Fig. 1: run 1, M4 wires
Drawn at 4 px/micron.
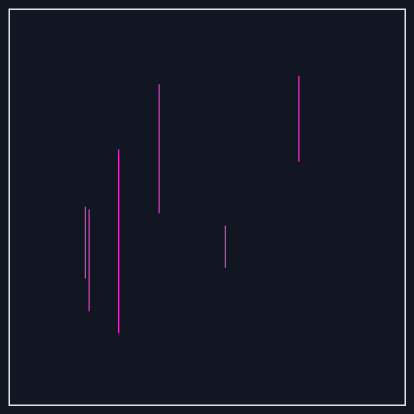
Fig. 2: run 1, congestion heat map
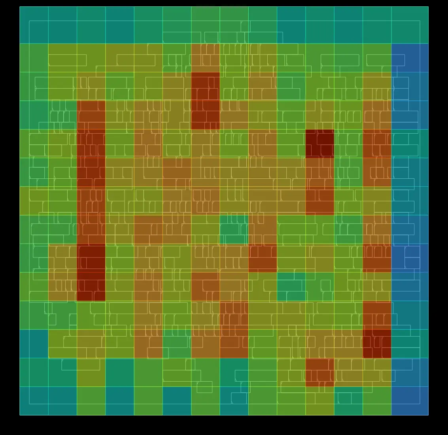
Fig. 3: run 1, placement density heat map
Drawn at 3 px/micron. 10 x 10 tiles, from white (low) to dark blue (high), 0 to 100% covered.
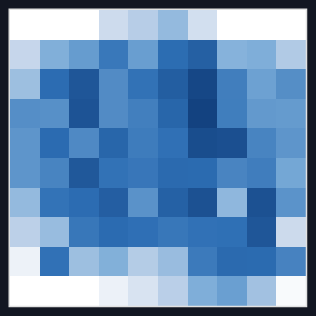
==> config.mk <==
export PLATFORM = sky130hd
export DESIGN_NAME = clock_display_driver
export DESIGN_NICKNAME = d
export VERILOG_FILES = /design/src/rtl/clock_pkg.sv /design/src/rtl/bin2bcd6_seq.sv /design/src/rtl/clock_display_driver.sv
export SDC_FILE = /design/constraint.sdc
export NUM_CORES = 1
export LEC_CHECK = 0
export CAP_MARGIN = 5
export CORE_MARGIN = 2
export CORE_UTILIZATION = 54
export DETAILED_ROUTE_END_ITERATION = 16
export GPL_ROUTABILITY_DRIVEN = 0
export GPL_TIMING_DRIVEN = 0
export MAX_ROUTING_LAYER = met4
export PLACE_DENSITY = 0.77
export SYNTH_ARGS = -nofsm -noshare
export SYNTH_HDL_FRONTEND = slang
export SYNTH_SLANG_ARGS = --single-unit
==> constraint.sdc <==
create_clock -name clk -period 3.1 [get_ports clk]
set_clock_uncertainty 0.1 [all_clocks]
set_input_delay 0.31 -clock clk [delete_from_list [all_inputs] [get_ports clk]]
set_output_delay 0.31 -clock clk [all_outputs]
set_load 0.05 [all_outputs]
==> src/rtl/clock_pkg.sv <==
// Shared definitions for the clock display driver: FSM states, segment codes,
// display geometry and a BCD-to-segment helper.
// Ports: none (package).
package clock_pkg;

  typedef enum logic [1:0] {
    ST_IDLE   = 2'd0,
    ST_CONV   = 2'd1,
    ST_COMMIT = 2'd2
  } state_e;

  localparam int         NUM_DIGITS = 4;
  localparam int         BIN_W      = 6;
  localparam logic [5:0] MAX_VAL    = 6'd59;

  // Segment order {g,f,e,d,c,b,a}, active-high.
  localparam logic [6:0] SEG_0     = 7'h3F;
  localparam logic [6:0] SEG_1     = 7'h06;
  localparam logic [6:0] SEG_2     = 7'h5B;
  localparam logic [6:0] SEG_3     = 7'h4F;
  localparam logic [6:0] SEG_4     = 7'h66;
  localparam logic [6:0] SEG_5     = 7'h6D;
  localparam logic [6:0] SEG_6     = 7'h7D;
  localparam logic [6:0] SEG_7     = 7'h07;
  localparam logic [6:0] SEG_8     = 7'h7F;
  localparam logic [6:0] SEG_9     = 7'h6F;
  localparam logic [6:0] SEG_DASH  = 7'h40;
  localparam logic [6:0] SEG_BLANK = 7'h00;

  function automatic logic [6:0] seg_of(input logic [3:0] d);
    logic [6:0] s;
    case (d)
      4'd0:    s = SEG_0;
      4'd1:    s = SEG_1;
      4'd2:    s = SEG_2;
      4'd3:    s = SEG_3;
      4'd4:    s = SEG_4;
      4'd5:    s = SEG_5;
      4'd6:    s = SEG_6;
      4'd7:    s = SEG_7;
      4'd8:    s = SEG_8;
      4'd9:    s = SEG_9;
      default: s = SEG_BLANK;
    endcase
    return s;
  endfunction

endpackage

==> src/rtl/bin2bcd6_seq.sv <==
// Sequential 6-bit binary to 2-digit BCD converter (double-dabble, one step per edge).
// Ports: clk, reset (async high); start_i loads bin_i; done_o is high during the
// cycle whose rising edge performs the final (6th) step; tens_o/ones_o valid after it.
module bin2bcd6_seq
  import clock_pkg::*;
(
  input  logic             clk,
  input  logic             reset,
  input  logic             start_i,
  input  logic [BIN_W-1:0] bin_i,
  output logic             done_o,
  output logic [3:0]       tens_o,
  output logic [3:0]       ones_o
);

  // Shift register layout: {tens[3:0], ones[3:0], bin[5:0]}.
  logic [13:0] sr_q, sr_d;
  logic [2:0]  cnt_q, cnt_d;
  logic [3:0]  tens_adj, ones_adj;
  logic [13:0] adj;

  always_comb begin
    tens_adj = (sr_q[13:10] >= 4'd5) ? sr_q[13:10] + 4'd3 : sr_q[13:10];
    ones_adj = (sr_q[9:6]   >= 4'd5) ? sr_q[9:6]   + 4'd3 : sr_q[9:6];
    adj      = {tens_adj, ones_adj, sr_q[5:0]};
    sr_d     = sr_q;
    cnt_d    = cnt_q;
    if (start_i) begin
      sr_d  = {8'd0, bin_i};
      cnt_d = 3'd6;
    end else if (cnt_q != 3'd0) begin
      sr_d  = adj << 1;
      cnt_d = cnt_q - 3'd1;
    end
  end

  always_ff @(posedge clk or posedge reset) begin
    if (reset) begin
      sr_q  <= '0;
      cnt_q <= '0;
    end else begin
      sr_q  <= sr_d;
      cnt_q <= cnt_d;
    end
  end

  // Flag the last step early so the parent FSM leaves CONV on that same edge.
  assign done_o = (cnt_q == 3'd1);
  assign tens_o = sr_q[13:10];
  assign ones_o = sr_q[9:6];

endmodule

==> src/rtl/clock_display_driver.sv <==
// Converts binary mm:ss to BCD and multiplexes it onto a 4-digit 7-segment display.
// Ports: clk, reset (async high); seconds/minutes binary in; seg/an/dp registered
// display drive; busy during conversion; range_err sticky on an input above 59.
module clock_display_driver
  import clock_pkg::*;
#(
  parameter int unsigned SCAN_DIV = 4,
  parameter bit          BLANK_LZ = 1'b1
) (
  input  logic       clk,
  input  logic       reset,
  input  logic [5:0] seconds,
  input  logic [5:0] minutes,
  output logic [6:0] seg,
  output logic [3:0] an,
  output logic       dp,
  output logic       busy,
  output logic       range_err
);

  localparam logic [15:0] PRESC_LAST = 16'(SCAN_DIV - 1);

  state_e                          state_q, state_d;
  logic [11:0]                     last_req_q, last_req_d;
  logic [NUM_DIGITS-1:0][3:0]      dig_q, dig_d;
  logic                            sec_dash_q, sec_dash_d, min_dash_q, min_dash_d;
  logic                            colon_q, colon_d, rerr_q, rerr_d;
  logic [15:0]                     presc_q, presc_d;
  logic [1:0]                      idx_q, idx_d;
  logic [6:0]                      seg_q, seg_d, seg_nxt;
  logic [3:0]                      an_q, an_d;
  logic                            dp_q, dp_d;
  logic                            start, tc, cur_dash;
  logic                            sec_done, min_done;
  logic [3:0]                      sec_tens, sec_ones, min_tens, min_ones, cur_dig;

  bin2bcd6_seq u_sec (
    .clk(clk), .reset(reset), .start_i(start), .bin_i(seconds),
    .done_o(sec_done), .tens_o(sec_tens), .ones_o(sec_ones)
  );

  bin2bcd6_seq u_min (
    .clk(clk), .reset(reset), .start_i(start), .bin_i(minutes),
    .done_o(min_done), .tens_o(min_tens), .ones_o(min_ones)
  );

  // Conversion control. last_req only moves in IDLE, so at COMMIT it still
  // holds exactly the values that were loaded into the converters.
  always_comb begin
    state_d    = state_q;
    last_req_d = last_req_q;
    dig_d      = dig_q;
    sec_dash_d = sec_dash_q;
    min_dash_d = min_dash_q;
    colon_d    = colon_q;
    rerr_d     = rerr_q;
    start      = 1'b0;
    case (state_q)
      ST_IDLE: begin
        if ({minutes, seconds} != last_req_q) begin
          start      = 1'b1;
          last_req_d = {minutes, seconds};
          state_d    = ST_CONV;
        end
      end
      ST_CONV: begin
        if (sec_done && min_done) state_d = ST_COMMIT;
      end
      ST_COMMIT: begin
        dig_d      = {min_tens, min_ones, sec_tens, sec_ones};
        sec_dash_d = (last_req_q[5:0] > MAX_VAL);
        min_dash_d = (last_req_q[11:6] > MAX_VAL);
        rerr_d     = rerr_q | sec_dash_d | min_dash_d;
        colon_d    = ~colon_q;
        state_d    = ST_IDLE;
      end
      default: state_d = ST_IDLE;
    endcase
  end

  // Scan: outputs only reload at the prescaler terminal count, so a commit on
  // the same edge is picked up by the following refresh.
  always_comb begin
    tc       = (presc_q == PRESC_LAST);
    presc_d  = tc ? 16'd0 : presc_q + 16'd1;
    idx_d    = tc ? idx_q + 2'd1 : idx_q;
    cur_dig  = dig_q[idx_q];
    cur_dash = idx_q[1] ? min_dash_q : sec_dash_q;
    if (cur_dash)                                          seg_nxt = SEG_DASH;
    else if (BLANK_LZ && idx_q == 2'd3 && cur_dig == 4'd0) seg_nxt = SEG_BLANK;
    else                                                   seg_nxt = seg_of(cur_dig);
    seg_d = seg_q;
    an_d  = an_q;
    dp_d  = dp_q;
    if (tc) begin
      seg_d = seg_nxt;
      an_d  = ~(4'b0001 << idx_q);
      dp_d  = (idx_q == 2'd2) && colon_q;
    end
  end

  always_ff @(posedge clk or posedge reset) begin
    if (reset) begin
      state_q    <= ST_IDLE;
      last_req_q <= '0;
      dig_q      <= '0;
      sec_dash_q <= 1'b0;
      min_dash_q <= 1'b0;
      colon_q    <= 1'b0;
      rerr_q     <= 1'b0;
      presc_q    <= '0;
      idx_q      <= '0;
      seg_q      <= SEG_BLANK;
      an_q       <= 4'b1111;
      dp_q       <= 1'b0;
    end else begin
      state_q    <= state_d;
      last_req_q <= last_req_d;
      dig_q      <= dig_d;
      sec_dash_q <= sec_dash_d;
      min_dash_q <= min_dash_d;
      colon_q    <= colon_d;
      rerr_q     <= rerr_d;
      presc_q    <= presc_d;
      idx_q      <= idx_d;
      seg_q      <= seg_d;
      an_q       <= an_d;
      dp_q       <= dp_d;
    end
  end

  assign seg       = seg_q;
  assign an        = an_q;
  assign dp        = dp_q;
  assign busy      = (state_q != ST_IDLE);
  assign range_err = rerr_q;

endmodule

==> results.sh, run 1 <==
# source this file to load flow results
export IMPL_drive_gt1_share_pct=9.72
export IMPL_max_clock_path_buffers=2
export IMPL_lay_top_cells="dfrtp_1, nand2_1, o21ai_0, clkdlybuf4s50_1, ha_1"
export IMPL_powerDensity_mw_per_mm2=833
export IMPL_grt_pass1_vias=3445
export IMPL_grt_overflow_total=0
export IMPL_mux_area_share_pct=10.2
export IMPL_dieHeight_microns=98.6
export IMPL_log_warning_count=41
export IMPL_register_area_sq_mm=0.00246
export IMPL_cts_tree="built"
export IMPL_n_tap_cell=108
export IMPL_signal_buffers=46
export IMPL_arrival_ns=2.70
export IMPL_cts_buffers=9
export IMPL_post_place_ws_ns=0.628
export IMPL_nClkBuffers=9
export IMPL_post_cts_buffers=0
export IMPL_p_seq_share_pct=43.0
export IMPL_cpPeakStageDelay_ns=0.54
export IMPL_lay_top_count="dfrtp_1"
export IMPL_comb_area_share_pct=40.4
export IMPL_cts_sinks=98
export IMPL_hold_buffers=0
export IMPL_postRouteAntennaNets=0
export IMPL_status="finished, final reports clean"
export IMPL_yosys_cells=460
export IMPL_p_leak_uw=0.00247
export IMPL_relSlewSlack_pct=62.2
export IMPL_crit_required_ns=3.31
export IMPL_cap_violations=0
export IMPL_p_sw_share_pct=39.4
export IMPL_setup_viol=0
export IMPL_syn_nets=498
export IMPL_die_area_sq_mm=0.00973
export IMPL_ys_flop_type="dfrtp_1"
export IMPL_wl_per_cell_microns=14.4
export IMPL_io_pins=28
export IMPL_synth_flops=98
export IMPL_mi_logic_area_sq_mm=0.00221
export IMPL_cts_resized_gates=0
export IMPL_grt_pass1_wl_microns=15600
export IMPL_endpoint_kind="flop"
export IMPL_root_buffer="clkbuf_8"
export IMPL_synth_area_top_cells="dfrtp_1, ha_1, nand2_1"
export IMPL_path_buffers=2
export IMPL_cp_depth=8
export IMPL_die_x_microns=98.6
export IMPL_fa_ha_area_share_pct=6.21
export IMPL_drc=0
export IMPL_seq_cells=98
export IMPL_dr_pass1_iters=4
export IMPL_clk_latency_ns=0.37
export IMPL_routed_via_density=5.51
export IMPL_syn2layout_area_growth_pct=13.0
export IMPL_clk_share_pct=3.53
export IMPL_final_nets=537
export IMPL_hp_class="in -> async"
export IMPL_port_buffers=27
export IMPL_total_power_uw=4550
export IMPL_intPower_uw=2760
export IMPL_sh_seq_area_pct=45.0
export IMPL_avgSynthCellArea_sq_um=10.5
export IMPL_cts_max_level=3
export IMPL_synthXorXnorAreaFrac_pct=6.34
export IMPL_clkPwrFrac_pct=17.9
export IMPL_grt_setup_unrepaired="no"
export IMPL_synth_chip_area_sq_mm=0.00483
export IMPL_setup_ws_ns=0.609
export IMPL_ys_sh_aoi_pct=9.37
export IMPL_critPathLaunchType="flop"
export IMPL_cp_slowest_cell="or4_1"
export IMPL_r2r_slack_ns=0.61
export IMPL_buffer_area_share_pct=6.87
Back to the opening pictures, Fig. 1:
longest straight run: 45.6 microns
nets with wire on the layer: 5
wire length on this layer: 152 microns
share of all routed wire: 1.7%
main direction: vertical
WL final: 8810 microns
vias: 3370

Back to the opening pictures, Fig. 2:
met1 Use GR: 25.0%
Layout Utilization: 62.6%
Total GRT Usage: 20.4%

Back to the opening pictures, Fig. 3:
nearly empty tiles: 9.0%
emptiest ninth of the die: lower left
tiles over 75% full: 25%
fullest tile: 93%
densest ninth of the die: center
fp util: 55.4%
Core ar.: 0.00872 sq mm

run 1: layer usage:
| layer | global-route usage (%) | part of all wire (%) | vias to the layer above |
|---|---|---|---|
| met5 | - | 0 | - |
| met4 | 6.53 | 1.7 | 0 |
| met3 | 4.26 | 3.0 | 14 |
| met2 | 34.3 | 50 | 50 |
| met1 | 25.0 | 45 | 1652 |
| li1 | - | - | 1654 |
run 1: metrics by stage:
step / cell area, sq um / TNS, ns / hold slack [ns] / std cells
2_1_floorplan: 4830 / 0 / 0.327 / 460
3_3_place_gp: 5240 / -117.87 / 0.356 / 595
3_5_place_dp: 5270 / 0 / 0.357 / 596
4_1_cts: 5460 / 0 / 0.229 / 612
5_1_grt: 5460 / 0 / 0.264 / 612
6_report: 5460 / 0 / 0.215 / 612
run 1: power by group through the flow:
stage	combinational, uW	clock, uW	sequential, uW
final	1780	815	1960
after global routing	2020	894	2010
after CTS	1790	839	1960
after detailed placement	1780	0	1990
after global placement	1700	0	1960
after floorplan	1230	0	2060
run 1: worst max-delay path by stage:
stage | startpoint | to | slack [ns]
finish | idx_q[0] | seg[6] | 0.61
global route | idx_q[0] | seg[0] | 0.40
CTS | state_q[1] | busy | 0.61
detailed placement | idx_q[0] | seg[6] | 0.63
global placement | reset | u_min.sr_q[0] | -1.25
floorplan | reset | colon_q | 0.13
run 1: registers in the layout, summed over array words and instances, names as in the netlist:
| register | count |
|---|---|
| idx_q | 2 |
| an | 4 |
| presc_q | 16 |
| colon_q | 1 |
| u_sec.cnt_q | 3 |
| u_min.sr_q | 14 |
| state_q | 2 |
| min_dash_q | 1 |
| dig_q | 16 |
| seg | 7 |
| last_req_q | 12 |
| u_min.cnt_q | 3 |
| dp | 1 |
| range_err | 1 |
| u_sec.sr_q | 14 |
| sec_dash_q | 1 |
--- run 2 (diff from run 1) ---
Clock period 3.1 ns to 2.28 ns, I/O delays scaled along.
==> results.sh, run 2 <==
# source this file to load flow results
export IMPL_busiest_layer="met2"
export IMPL_log_warning_count=43
export IMPL_setup_viol=1
export IMPL_final_cells=618
export IMPL_register_area_sq_mm=0.00246
export IMPL_synth_area_top_cells="dfrtp_1, ha_1, nand2_1"
export IMPL_clk_latency_ns=0.37
export IMPL_clkPwrFrac_pct=19.5
export IMPL_wl_per_cell_microns=14.8
export IMPL_syn_nets=498
export IMPL_io_pins=28
export IMPL_grtUsageTotal_pct=21.2
export IMPL_status="complete, but fails checks"
export IMPL_yosys_cells=460
export IMPL_drc=0
export IMPL_die_area_sq_mm=0.00973
export IMPL_core_area_sq_mm=0.00872
export IMPL_p_seq_uw=2670
export IMPL_hp_class="in -> async"
export IMPL_ys_flop_type="dfrtp_1"
export IMPL_port_buffers=27
export IMPL_drive_gt1_share_pct=13.3
export IMPL_violations="negative setup slack"
export IMPL_max_clock_path_buffers=2
export IMPL_cts_buffers=9
export IMPL_num_vias=3396
export IMPL_root_buffer="clkbuf_8"
export IMPL_setup_ws_ns=-0.0458
export IMPL_mi_logic_area_sq_mm=0.00225
export IMPL_crit_required_ns=2.48
export IMPL_grt_pass1_wl_microns=16300
export IMPL_lay_top_cells="dfrtp_1, nand2_1, o21ai_0, clkdlybuf4s50_1"
export IMPL_synth_chip_area_sq_mm=0.00483
export IMPL_synth_flops=98
export IMPL_grt_pass1_vias=3515
export IMPL_grt_setup_unrepaired="yes"
export IMPL_routed_via_density=5.50
export IMPL_dr_pass1_iters=4
export IMPL_relSlewSlack_pct=60.2
export IMPL_maxPowerGroup="sequential cells"
export IMPL_hold_buffers=0
export IMPL_grt_overflow_total=0
export IMPL_drt_total_wl_microns=9150
export IMPL_total_power_uw=6430
export IMPL_intPower_uw=4000
export IMPL_dpl_cell_area_sq_mm=0.00528
export IMPL_endpoint_kind="flop"
-- run 2: timing repair --
| item | CTS | global route |
|---|---|---|
| gates resized | 5 | 14 |
| pin swaps | 0 | 1 |
| endpoints found under the setup margin | 13 | 33 |
| setup buffers | 2 | 3 |
| endpoints found under the hold margin | 0 | 0 |
-- run 2: critical path: stages (launching register included) --
cell,delay [ns]
dfrtp_1,0.40
buf_6,0.14
mux4_2,0.37
inv_2,0.06
ha_2,0.20
and2_4,0.18
or4_4,0.53
o311ai_2,0.10
mux2_4,0.19
-- run 2: final cells by class --
| cell class | instances | share of cell area [%] |
|---|---|---|
| multi-input cells | 320 | 40.2 |
| well taps | 108 | 2.42 |
| flip-flops and latches | 98 | 44.0 |
| clock buffers | 10 | 2.28 |
| inverters | 24 | 1.68 |
| repair buffers | 34 | 6.27 |
| clock inverters | 6 | 1.72 |
| plain buffers | 18 | 1.48 |
-- run 2: final timing paths --
kind / startpoint / endpoint / slack, ns / cells after the start
max: idx_q[0] / seg[6] / -0.05 / 8
min reg2reg: range_err / range_err / 0.37 / 1
min: reset / last_req_q[0] / 0.08 / 2
max reg2reg: idx_q[0] / seg[6] / -0.05 / 8
min in group clk: range_err / range_err / 0.37 / 1
max in group asynchronous: reset / an[0] / 1.41 / 3
-- run 2: cells by family (layout without fill, tap and decap cells) --
group           count (synthesis)  after routing  synth area share [%]
simple gates                  139            139                  13.6
flops                          98             98                  50.8
compound gates                 81             81                  9.37
buf+inv                        42             92                  3.47
mux                            41             41                  10.2
xor+xnor                       35             35                  6.34
fa+ha+maj                      24             24                  6.21
-- run 2: layer usage --
metal  up-vias  routed length, microns  part of all wire (%)
met3        18                     340                   3.7
met5         -                       0                     0
li1       1662                       -                     -
met1      1649                    3970                    43
met2        67                    4650                    51
met4         0                     187                   2.0
Fig. 4: run 2, placement density heat map
Drawn at 3 px/micron. 10 x 10 tiles, from white (low) to dark blue (high), 0 to 100% covered.
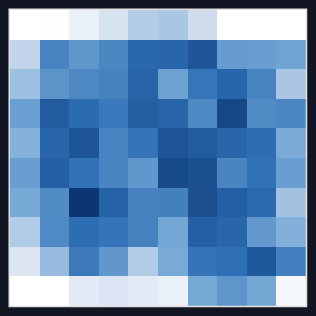
Layout Utilization: 64.1%

Fig. 5: run 2, M4 wires
Drawn at 4 px/micron.
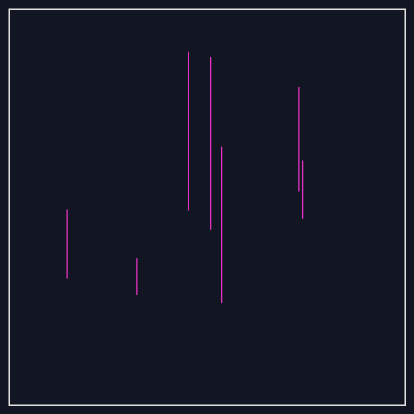
main direction: vertical
share of all routed wire: 2.0%
nets with wire on the layer: 6

Power and IR drop assume default switching activity.
